==> config.mk <==
export PLATFORM = sky130hd
export DESIGN_NAME = lfa_nav_controller
export DESIGN_NICKNAME = d
export VERILOG_FILES = /design/src/rtl/lfa_nav_controller.sv
export SDC_FILE = /design/constraint.sdc
export NUM_CORES = 1
export LEC_CHECK = 0
export CAP_MARGIN = 20
export CORE_UTILIZATION = 45
export CTS_CLUSTER_DIAMETER = 100
export CTS_CLUSTER_SIZE = 25
export DETAILED_ROUTE_END_ITERATION = 16
export GPL_TIMING_DRIVEN = 0
export HOLD_SLACK_MARGIN = 0.15
export PLACE_DENSITY_LB_ADDON = 0.25
export SYNTH_ARGS = -nofsm -noshare
export SYNTH_HDL_FRONTEND = slang
export SYNTH_SLANG_ARGS = --single-unit
==> constraint.sdc <==
create_clock -name clk_3125KHz -period 4.42 [get_ports clk_3125KHz]
set_input_delay 0.884 -clock clk_3125KHz [delete_from_list [all_inputs] [get_ports clk_3125KHz]]
set_output_delay 0.884 -clock clk_3125KHz [all_outputs]
set_load 0.03 [all_outputs]
Figure 1. Gate-type map.
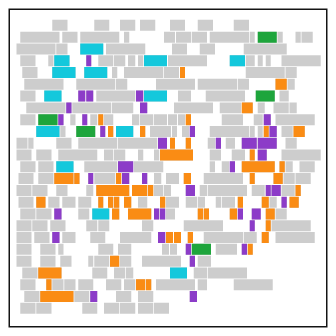
colour	family	cells	most used
orange	nor cells	52	nor2_1
green	fa/ha/maj cells	5	ha_1
purple	nand cells	39	nand2_1
cyan	mux cells	13	mux2_4
most numerous logic cell after layout: clkdlybuf4s50_1
Comb area share: 42.7%

Figure 2. Clock nets.
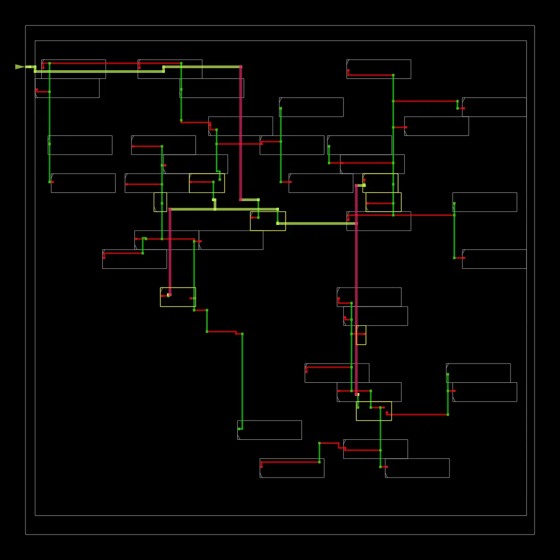
cts bufs inserted: 5
clk ins delay skew pair: 290 ps

Figure 3. Met2 routing.
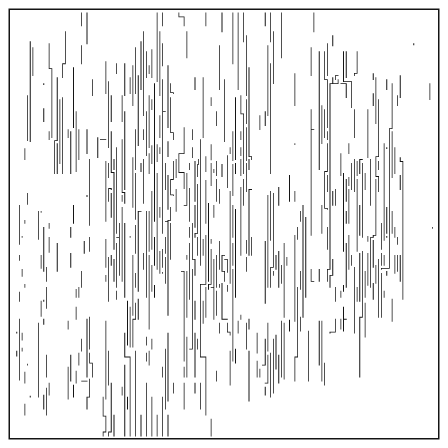
wire length on this layer	2580 um
share of all routed wire	49%
nets with wire on the layer	310
main direction	vertical
DR vias: 2069
M2 GR Usage: 37.0%
Total Wirelength: 5.22 mm

Figure 4. Placement by cell class.
Scale bar: 20 um. Fill, decap, tap and diode cells in grey.
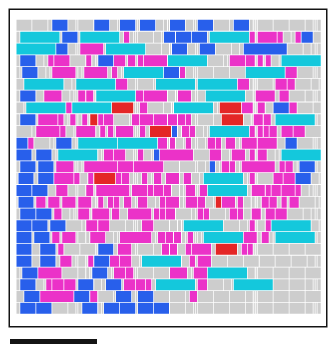
colour	class	cells	share of their area
blue	remaining buffers and delay cells	69	23%
magenta	combinational and other logic	198	46%
cyan	sequential cells	34	28%
red	clock drivers and dummy loads	8	3.1%
core area: 4790 um^2
row cnt: 25
utilization after layout: 64.1%

Figure 5. Cell sizes after repair.
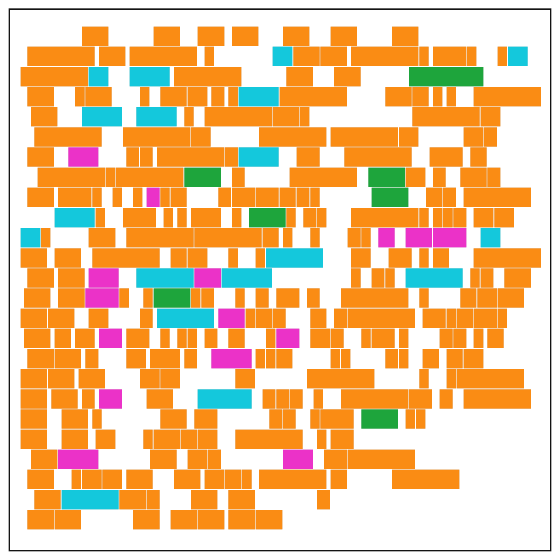
colour	size	cells	share
green	_6 and larger	7	2.3%
magenta	_2 cells	15	4.9%
orange	_0 and _1 cells	269	87%
cyan	_3 and _4 cells	18	5.8%
synthesis-to-layout area growth: 35.7%
Post-Layout Inst Area: 3070 um^2
Buffers, non-clock: 69
Setup WS post-layout: 1270 ps

==> impl_metrics.json <==
{
  "viasPerCell": 5.50,
  "comb_area_um2": 1310,
  "antenna_found_initial": 0,
  "grtUsageMet1_pct": 28.1,
  "seq_share_pct": 27.7,
  "cp_slowest_cell": "clkdlybuf4s50_1",
  "met2_length_mm": 2.58,
  "crit_path_max_incr_delay_ps": 450,
  "htreeDepth": 2,
  "final.min_clock_period_ps": 3150,
  "dr.max_layer_used": "met4",
  "fp_util_pct": 47.3,
  "die-height_um": 72.9,
  "grt_max_degree": 20,
  "slew_violations": 0,
  "ff_type": "dfrtp_1",
  "hpwlAfterDp_mm": 4.13,
  "maxSlewHeadroom_pct": 45.3,
  "run_status": "finished, final reports clean",
  "ys_sh_simple_pct": 25.6,
  "tns_ps": 0,
  "critPathTopFamily": "AND-OR/OR-AND gates",
  "switchingPower_mw": 0.424,
  "die-area_um2": 5310,
  "inverters": 15,
  "clk_share_pct": 2.98,
  "detail_route.wl_per_cell_um": 13.9,
  "boundaryPins": 63,
  "post-place-ws_ps": 960,
  "biggestCellCategory": "logic gates",
  "place_area_um2": 2980,
  "timing.fmax_ghz": 0.317,
  "tapCellCount": 67,
  "synthTopCellsByArea": "dfrtp_1 (38%), nor2_1 (4.5%), mux2_4 (4.0%)",
  "arrival_ps": 3340,
  "synth_area_per_cell_um2": 9.47,
  "power_mw": 1.14,
  "final-hold-violation-count": 0,
  "syn-instance-count": 239,
  "synthAoiAreaFrac_pct": 21.5,
  "yosysTopAreaCell": "dfrtp_1",
  "grt_overflow_total": 0,
  "holdPathStages": 1,
  "final-setup-viol-count": 0
}
